### src/rtl/timer_periph.sv
// Memory-mapped 32-bit reload timer with sticky overflow interrupt and a free-running
// systick, sitting on the single-cycle core's peripheral bus (combinational read port).
module timer_periph #(
    parameter int unsigned PRESCALE = 1,
    parameter logic [31:0] BASE     = 32'h4000_0000
) (
    input  logic        clk,
    input  logic        reset,
    input  logic        rd,
    input  logic        wr,
    input  logic [31:0] addr,
    input  logic [31:0] wdata,
    output logic [31:0] rdata,
    output logic        irqout
);
    localparam logic [29:0] WA_TH   = BASE[31:2];
    localparam logic [29:0] WA_TL   = BASE[31:2] + 30'd1;
    localparam logic [29:0] WA_TCON = BASE[31:2] + 30'd2;
    localparam logic [29:0] WA_SYS  = BASE[31:2] + 30'd5;
    localparam logic [31:0] PS_LAST = PRESCALE - 32'd1;

    logic [31:0] r_th;
    logic [31:0] r_tl;
    logic [2:0]  r_tcon;
    logic [31:0] r_systick;
    logic [31:0] r_pcnt;

    logic [29:0] w_wa;
    logic        w_wr_th;
    logic        w_wr_tl;
    logic        w_wr_tcon;
    logic        w_tick;
    logic        w_ovf;
    logic        w_unused_addr;

    assign w_wa          = addr[31:2];
    assign w_unused_addr = ^addr[1:0];
    assign w_wr_th       = wr && (w_wa == WA_TH);
    assign w_wr_tl       = wr && (w_wa == WA_TL);
    assign w_wr_tcon     = wr && (w_wa == WA_TCON);

    // Tick and overflow are decided from pre-edge state; a TL write on the same edge suppresses the overflow.
    assign w_tick = r_tcon[0] && (r_pcnt == PS_LAST);
    assign w_ovf  = w_tick && (r_tl == 32'hFFFF_FFFF) && !w_wr_tl;

    assign irqout = r_tcon[1] & r_tcon[2];

    // Prescaler: restarts whenever the timer is stopped or TL is rewritten.
    always_ff @(posedge clk or posedge reset) begin
        if (reset) begin
            r_pcnt <= 32'h0;
        end else if (!r_tcon[0] || w_wr_tl || w_tick) begin
            r_pcnt <= 32'h0;
        end else begin
            r_pcnt <= r_pcnt + 32'd1;
        end
    end

    // Reload value; a reload on the write edge still sees the old TH.
    always_ff @(posedge clk or posedge reset) begin
        if (reset) begin
            r_th <= 32'h0;
        end else if (w_wr_th) begin
            r_th <= wdata;
        end
    end

    // Counter: software write has priority over a tick on the same edge.
    always_ff @(posedge clk or posedge reset) begin
        if (reset) begin
            r_tl <= 32'h0;
        end else if (w_wr_tl) begin
            r_tl <= wdata;
        end else if (w_tick) begin
            r_tl <= (r_tl == 32'hFFFF_FFFF) ? r_th : (r_tl + 32'd1);
        end
    end

    // Control/status: overflow set beats a same-edge write-1-to-clear so no event is lost.
    always_ff @(posedge clk or posedge reset) begin
        if (reset) begin
            r_tcon <= 3'b000;
        end else begin
            if (w_wr_tcon) begin
                r_tcon[1:0] <= wdata[1:0];
            end
            if (w_ovf) begin
                r_tcon[2] <= 1'b1;
            end else if (w_wr_tcon && wdata[2]) begin
                r_tcon[2] <= 1'b0;
            end
        end
    end

    // Free-running systick, not writable.
    always_ff @(posedge clk or posedge reset) begin
        if (reset) begin
            r_systick <= 32'h0;
        end else begin
            r_systick <= r_systick + 32'd1;
        end
    end

    // Same-cycle read mux; unmapped or idle reads return zero.
    always_comb begin
        rdata = 32'h0;
        if (rd) begin
            case (w_wa)
                WA_TH:   rdata = r_th;
                WA_TL:   rdata = r_tl;
                WA_TCON: rdata = {29'h0, r_tcon};
                WA_SYS:  rdata = r_systick;
                default: rdata = 32'h0;
            endcase
        end else begin
            rdata = 32'h0;
        end
    end
endmodule

### config.mk
export PLATFORM = sky130hd
export DESIGN_NAME = timer_periph
export DESIGN_NICKNAME = d
export VERILOG_FILES = /design/src/rtl/timer_periph.sv
export SDC_FILE = /design/constraint.sdc
export NUM_CORES = 1
export LEC_CHECK = 0
export ABC_AREA = 1
export CELL_PAD_IN_SITES_DETAIL_PLACEMENT = 0
export CELL_PAD_IN_SITES_GLOBAL_PLACEMENT = 1
export CORE_ASPECT_RATIO = 1.5
export CORE_UTILIZATION = 37
export CTS_CLUSTER_DIAMETER = 80
export DETAILED_ROUTE_END_ITERATION = 12
export PLACE_DENSITY_LB_ADDON = 0.12
export SETUP_SLACK_MARGIN = 0.3
export SLEW_MARGIN = 20
export SYNTH_ARGS = -nofsm -noshare
export SYNTH_HDL_FRONTEND = slang
export SYNTH_SLANG_ARGS = --single-unit
### constraint.sdc
create_clock -name clk -period 3.75 [get_ports clk]
set_input_delay 0.5625 -clock clk [delete_from_list [all_inputs] [get_ports clk]]
set_output_delay 0.5625 -clock clk [all_outputs]
set_load 0.03 [all_outputs]
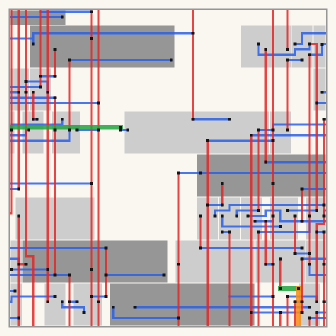
(run_1/closeup.png)
Region (88, 136) to (108, 156) µm. Cells in grey, sequential cells in the stronger grey; small squares are vias.
[M1] blue
[M3] green
[M2] red
[M4] orange
most frequent: nor2_1 (5), inv_1 (5), nand2_1 (5)
cells with their middle in the window: 28
sequential cells in the window: 4
netlist names of flops here include: `r_pcnt` (2), `r_tl` (2)

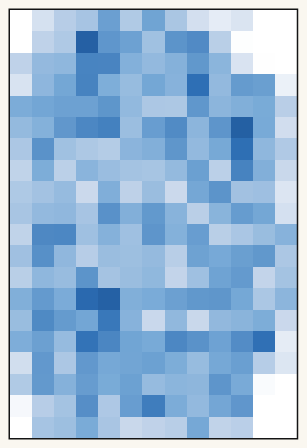
(run_1/util_map.png)
13 x 20 tiles, from white (low) to dark blue (high), 0 to 100% covered.
nearly empty tiles: 5.8%
tiles over 75% full: 1.5%
mean over tiles: 42%
fullest tile: 81%
FP Util: 0.377
Core Footprint: 24300 µm²
final core utilization: 0.455

==> metrics.yaml, run 1 <==
synthesis:
  syn_nets: 1432
  ys_sh_aoi: 0.0301
  mux_share: 0
  post-synth-top-count-cell: "nand2_1"
  synthCells: 1360
  synth-xor-area-share: 0.0591
  async_flop_share: 1.00
  synthSimpleGateAreaFrac: 0.456
  edf_count: 0
  synth.area.top_cells: "dfrtp_1, nand2_1, nand3_1, nand4_1, nor2_1"
  yosysTopAreaCellShare: 0.357
  yosys_most_used_dff: "dfrtp_1"
  synthesis.area_um2: 9190
  yosysChipArea_um2: 9190
  synth_warnings: 0
  ys_ff: 131
  synthDistinctLibCells: 37
  synthTopLogicFamily: "simple AND/OR/NAND/NOR gates"
  synthTopCellsByCount: "nand2_1, nand3_1, nor2_1"
  ys_seq_frac: 0.357
  avgSynthCellArea_um2: 6.76
  yosys.area.top_type: "dfrtp_1"
run_status:
  status: "finished, final reports clean"
min_path:
  hold_path_startpoint: "r_pcnt[0]"
  hold_class: "reg -> reg"
  whs_path_depth: 1
  hold_path_end: "r_pcnt[0]"
grt:
  grt_first_pass_wirelength_um: 50400
  overflow: 0
  grt.total_usage: 0.264
  grt_max_degree: 71
  grt_pass1_vias: 9058
  grt_antenna_before_repair: 0
die:
  ios: 101
  core.rowCount: 70
  die_area_um2: 25500
route:
  routed-via-count: 9183
  drtAntennaViolNets: 0
  totalWireLength_um: 31900
  wl_per_cell_um: 17.9
  firstDrtPassIters: 6
  vias_per_cell: 5.16
  drt-initial-drc-count: 455
cells_and_area:
  fin_cells: 1779
  area_growth_pct: 20.7
  diodes: 0
  fin_nets: 1514
  final_area_um2: 11100
pwr:
  power_leakage_uw: 0.00509
  p_comb_uw: 158
  p_sw_uw: 747
  powerDensity_nw_per_um2: 316
  max-vdd-ir-drop_mv: 0.316
  p_comb_frac: 0.045
  power_leader: "clock"
  p_clk_uw: 1930
  p_clk_frac: 0.551
  seq-power_uw: 1410
  power.internal_uw: 2750
  sw_frac_of_total: 0.213
  p_total_uw: 3500
  pwr-share-seq: 0.404
clock_network:
  path_clk_slew_ps: 60
  postCtsHoldBufs: 0
  cts-root-buf: "clkbuf_16"
  clk_latency_ps: 430
  clock-sinks: 131
  cts_made_buffers: 17
  cts_htree_levels: 4
  cts_tree: "done"
setup_path:
  worstPathRequired_ps: 3190
  path_max_fanout: 50
  worstPathCellList: "clkdlybuf4s50_1 > inv_1 > nor2_1 > nand2_1 > nor2_1 > nand2_1 > nor2_4 > buf_12 > nand4_1 > nand3_1 > nand2_1 > inv_1 > buf_4"
  cp-end-kind: "output pin"
  worst_path_largest_cell_delay_ps: 450
  path_depth: 13
  crit_path_start: "addr[30]"
  critical_path.top_delay_family: "simple AND/OR/NAND/NOR gates"
  r2r_end: "r_systick[28]"
  arrival_ps: 2610
  critical-path-slowest-cell: "clkdlybuf4s50_1"
  r2r-start: "r_systick[0]"
  path_common_cell: "nand2_1"
  reg2reg_depth: 5
  rrSetupSlack_ps: 1520
  cp-endpoint: "rdata[29]"
  worst_setup_path_start_kind: "primary input"
  cp_num_buf_inv: 5
timing:
  slew_headroom: 0.287
  setup_viol: 0
  hold_ws_ps: 492
  fin_crit_sh: 0.847
  setup_tns_ps: 0
  slew_viol_final: 0
  max_freq_mhz: 315
  hold_viol_final: 0
  rsz0062_at_grt: "no"
  fin_skew_ps: 7.50
  tightest_slew_ps: 1060
  post-route-min-period_ps: 3180
placed_design:
  place_area_um2: 10400
  place_congestion: 0.933
  hpwlAfterDp_um: 24100
  place_inst: 1747
run:
  warning_count: 29
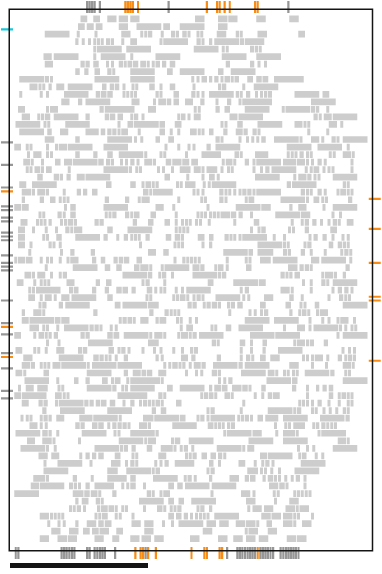
(run_1/pinout.png)
Scale bar: 50 µm. Pins as bars across the die edge, other pins in grey.
[`wdata`] orange | pins: 32 | direction: input | edge: 12 top, 11 bottom, 6 right, 3 left
[`clk`] cyan | pins: 1 | direction: input | edge: left
all pins by edge: 51 bottom, 25 left, 19 top, 6 right
die height: 195 µm
die x size: 131 µm
PortBufs: 98

==> run 1: layout make-up <==
cell class              count  area, µm²
clock buffers              24        502
clock inverters             8        170
fillers                  2643      13300
inverters                 148        567
multi-input cells        1027       5070
flip-flops and latches    131       3280
well taps                 324        405
repair buffers            117       1090
==> run 1: repair_timing <==
action                     4_1_cts  5_1_grt
setup endpoints to repair        0       24
buffers inserted                 0        0
resized                          0        1
==> run 1: cell usage in the layout, fill, tap and decap left out <==
cell,Yosys,layout
clkbuf_8,0,5
nor3_1,32,32
bufinv_16,0,5
nand2_4,1,1
dfrtp_1,131,131
nand4_1,107,107
clkbuf_16,0,17
buf_12,0,4
inv_2,9,8
nor3_2,2,2
nand2_1,398,398
clkdlybuf4s50_1,0,66
nand3_1,154,154
nor2_2,8,8
inv_6,1,1
or2_1,1,1
nor3b_1,3,3
o21ai_0,49,49
xnor2_1,25,25
buf_4,4,47
and2_1,1,1
xor2_1,37,37
nand3b_1,13,13
inv_1,137,136
nor2_4,9,10
nand2_2,7,7
clkbuf_1,16,2
nand2_8,1,1
o21ai_4,1,1
clkinv_2,1,3
ha_1,4,4
clkinvlp_4,0,3
or2_2,2,2
a21oi_1,3,3
nor2_1,154,153
and3_1,2,2
nor4_1,6,6
nor2_8,1,1
nand3_2,6,6
==> run 1: sequential cells by signal, indices dropped and copies added, names as in the netlist <==
signal and count:
r_pcnt 32, r_systick 32, r_tcon 3, r_th 32, r_tl 32
==> run 1: metrics by stage <==
stage / utilization / setup slack (ps)
after global routing: 0.455 / 361
final: 0.455 / 573
after detailed placement: 0.428 / 456
after global placement: 0.428 / 498
after floorplan: - / 1280
after CTS: 0.455 / 453
==> run 1: routing by layer <==
layer  wire length (µm)  global-route usage
met1              12700               0.304
met2              16800               0.471
met3               1150              0.0386
met4               1180               0.118
met5                  0                   0
==> run_1/placed.png <==
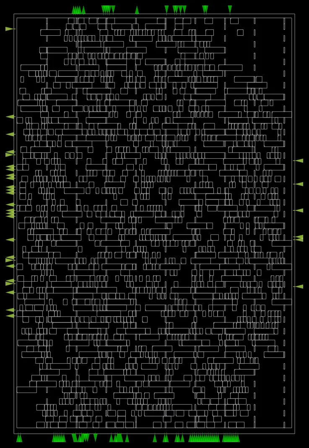

==> inputs of run 2 (changes only) <==
Clock period 3.75 ns to 2.55 ns, I/O delays scaled along.
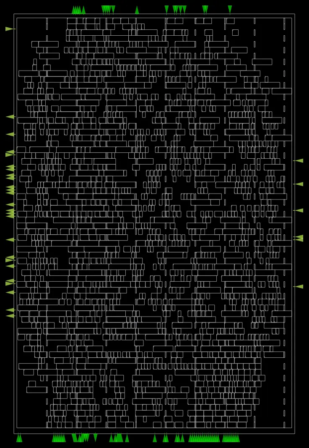
(run_2/placed.png)
Seq area share: 0.255
Filler Cells Inserted: 2512
final core utilization: 0.528

==> run 2 against run 1 <==
Compared with the run above:
- sequential share of layout area fell by 4.0 points
- cell area rose by 16%
- largest power group unchanged
- clock power rose by 28%
- largest cell class unchanged
==> metrics.yaml, run 2 <==
run_status:
  status: "finished, final reports clean"  # unchanged
cells_and_area:
  fin_cells: 1892  # was 1779
  seq_area_um2: 3280  # unchanged
  multiInputGateArea_um2: 5410  # was 5070 µm²
  final_area_um2: 12800  # was 11100 µm²
  layout_top_cell: "nand2_1"  # unchanged
  lay_top_cells: "nand2_1, nor2_1, nand3_1"  # was nand2_1, nand3_1, nor2_1
  fin_nets: 1627  # was 1514
  layout-drive-gt1-share: 0.224  # was 0.0907
  diodes: 0  # unchanged
  area_growth_pct: 39.8  # was 20.7%
clock_network:
  cts-root-buf: "clkbuf_16"  # unchanged
  clock-sinks: 131  # unchanged
  clk_latency_ps: 430  # about the same
  cts_htree_levels: 4  # unchanged
  path_clk_slew_ps: 60  # about the same
  cts_made_buffers: 17  # unchanged
  clock_path_buffers: 2  # unchanged
  cts_tree: "done"  # unchanged
placed_design:
  place_inst: 1782  # was 1747
  place_area_um2: 10800  # was 10400 µm²
  place_congestion: 0.942  # was 0.933
  io_buffers: 98  # unchanged
  dpl_worst_slack_ps: -159  # was 456 ps
  hpwlAfterDp_um: 24600  # was 24100 µm
die:
  ios: 101  # unchanged
  die_w_um: 131  # unchanged
  die_area_um2: 25500  # unchanged
  core.rowCount: 70  # unchanged
  core_um2: 24300  # unchanged
  chipHeight_um: 195  # unchanged
  initCoreUtil: 0.377  # unchanged
synthesis:
  synth_warnings: 0  # unchanged
  synthTopCellsByCount: "nand2_1, nand3_1, nor2_1"  # unchanged
  synthesis.area_um2: 9190  # unchanged
  synth.area.top_cells: "dfrtp_1, nand2_1, nand3_1, nand4_1, nor2_1"  # unchanged
  yosys_most_used_dff: "dfrtp_1"  # unchanged
  syn_nets: 1432  # unchanged
  avgSynthCellArea_um2: 6.76  # unchanged
  yosys.area.top_type: "dfrtp_1"  # unchanged
  yosysChipArea_um2: 9190  # unchanged
  edf_count: 0  # unchanged
  yosysTopAreaCellShare: 0.357  # unchanged
  ys_seq_frac: 0.357  # unchanged
  synthCells: 1360  # unchanged
  post-synth-top-count-cell: "nand2_1"  # unchanged
  yosys_cells: 1360  # unchanged
  async_flop_share: 1.00  # unchanged
  ys_ff: 131  # unchanged
  synthDistinctLibCells: 37  # unchanged
timing:
  max_freq_mhz: 413
  rsz0062_at_grt: "yes"  # was no
  post-route-min-period_ps: 2420
  slew_headroom: 0.550  # was 0.287
  fin_skew_ps: 13.3  # was 7.50 ps
  slew_viol_final: 0  # unchanged
  setup_viol: 0  # unchanged
  tightest_slew_ps: 670  # was 1060 ps
  hold_ws_ps: 184  # was 492 ps
  fin_crit_sh: 0.949
  hold_viol_final: 0  # unchanged
  setup_ws_ps: 131  # was 573 ps
  setup_tns_ps: 0  # unchanged
route:
  dr_wl_met3_um: 1130  # was 1150 µm
  routed-via-count: 9901  # was 9183
  drc: 0  # unchanged
  vias_per_cell: 5.23  # was 5.16
  wl_per_cell_um: 18.7  # was 17.9 µm
  met1_length_um: 12900  # was 12700 µm
  drtAntennaViolNets: 0  # unchanged
  firstDrtPassIters: 5  # was 6
  drt-initial-drc-count: 529  # was 455
  totalWireLength_um: 35400  # was 31900 µm
  top_layer: "met4"  # unchanged
  wl_met2_um: 19000  # was 16800 µm
setup_path:
  cp-end-kind: "output pin"  # unchanged
  path_common_cell: "nand2_1"  # unchanged
  worstPathCellList: "buf_2 > nor2_4 > nand2_1 > nor2_1 > nand2_1 > nor2_4 > buf_12 > buf_6 > buf_12 > buf_8 > nand4_1 > nand3_1 > nand2_1 > inv_1 > buf_6"  # was clkdlybuf4s50_1 > inv_1 > nor2_1 > nand2_1 > nor2_1 > nand2_1 > nor2_4 > buf_12 > nand4_1 > nand3_1 > nand2_1 > inv_1 > buf_4
  worst_path_largest_cell_delay_ps: 150  # was 450 ps
  worstPathRequired_ps: 2170  # was 3190 ps
  arrival_ps: 2040  # was 2610 ps
  worst_setup_path_start_kind: "primary input"  # unchanged
  critical-path-slowest-cell: "buf_12"  # was clkdlybuf4s50_1
  critPathKind: "in -> out"  # unchanged
  critical_path.top_delay_family: "buffers and inverters"  # was simple AND/OR/NAND/NOR gates
  cp_num_buf_inv: 7  # was 5
  path_max_fanout: 8  # was 50
grt:
  grt-busiest-layer: "met2"  # unchanged
  use_met3: 0.0375  # was 0.0386
  grt_util_met2: 0.529  # was 0.471
  grt_max_degree: 109  # was 71
  overflow: 0  # unchanged
  grt_antenna_before_repair: 0  # unchanged
  grt.total_usage: 0.288  # was 0.264
  grtUsageMet1: 0.298  # was 0.304
  grt_first_pass_wirelength_um: 54400  # was 50400 µm
  grt_pass1_vias: 10000  # was 9058
min_path:
  hold_class: "in -> async"  # was reg -> reg
pwr:
  p_total_uw: 4880  # was 3500 µW
  powerDensity_nw_per_um2: 380  # was 316 nW/µm²
  max-vdd-ir-drop_mv: 0.479  # was 0.316 mV
  power_leakage_uw: 0.00616  # was 0.00509 µW
run:
  warning_count: 33  # was 29
  drv_cap: 0  # unchanged
==> run 2: area by class of cell <==
class | count | share of cell area
timing repair buffer | 230 | 0.202
sequential | 131 | 0.255
clock inverter | 14 | 0.0121
inverter | 148 | 0.0448
multi-input combinational | 1027 | 0.421
tap | 324 | 0.0316
clock buffer | 18 | 0.0334
==> run 2: cells by family (layout without fill, tap and decap cells) <==
group / count (synthesis) / after routing / share of synthesized area
buf+inv: 202 / 410 / 0.0922
flops: 131 / 131 / 0.357
xor+xnor: 62 / 62 / 0.0591
compound gates: 53 / 53 / 0.0301
fa+ha+maj: 4 / 4 / 0.00545
simple gates: 908 / 908 / 0.456
==> run 2: final timing paths <==
| kind | start | to | slack (ps) | depth (start not counted) |
|---|---|---|---|---|
| max | addr[23] | rdata[17] | 130 | 15 |
| min | reset | r_th[20] | 180 | 2 |
| max reg2reg | r_tl[0] | r_tl[21] | 490 | 10 |
| min reg2reg | r_pcnt[0] | r_pcnt[0] | 490 | 1 |
| max in group asynchronous | reset | r_th[4] | 1520 | 3 |
| min in group clk | r_pcnt[0] | r_pcnt[0] | 490 | 1 |
==> run 2: power by group <==
part           internal (µW)  switching (µW)
combinational            165             155
sequential              2080       0.0000985
clock                   1450            1030
==> run 2: what timing repair did <==
action                                 4_1_cts  5_1_grt
hold buffers                                 0        0
pin swaps                                   40       35
setup endpoints to repair                   32       32
gates resized                              230       52
endpoints found under the hold margin        0        0
buffers inserted                            54        7
cloned                                      15        2
==> run 2: worst register-to-register path, cell delays in order (launching register included) <==
cell and delay, ps:
dfrtp_1 450, ha_1 230, inv_1 80, nor2_4 200, nand2_4 120, nor2_8 240
nand3_2 250, clkinv_2 190, nand2_1 70, nand4_1 90, nand2_1 50
Power is estimated from default activity; no workload was simulated.
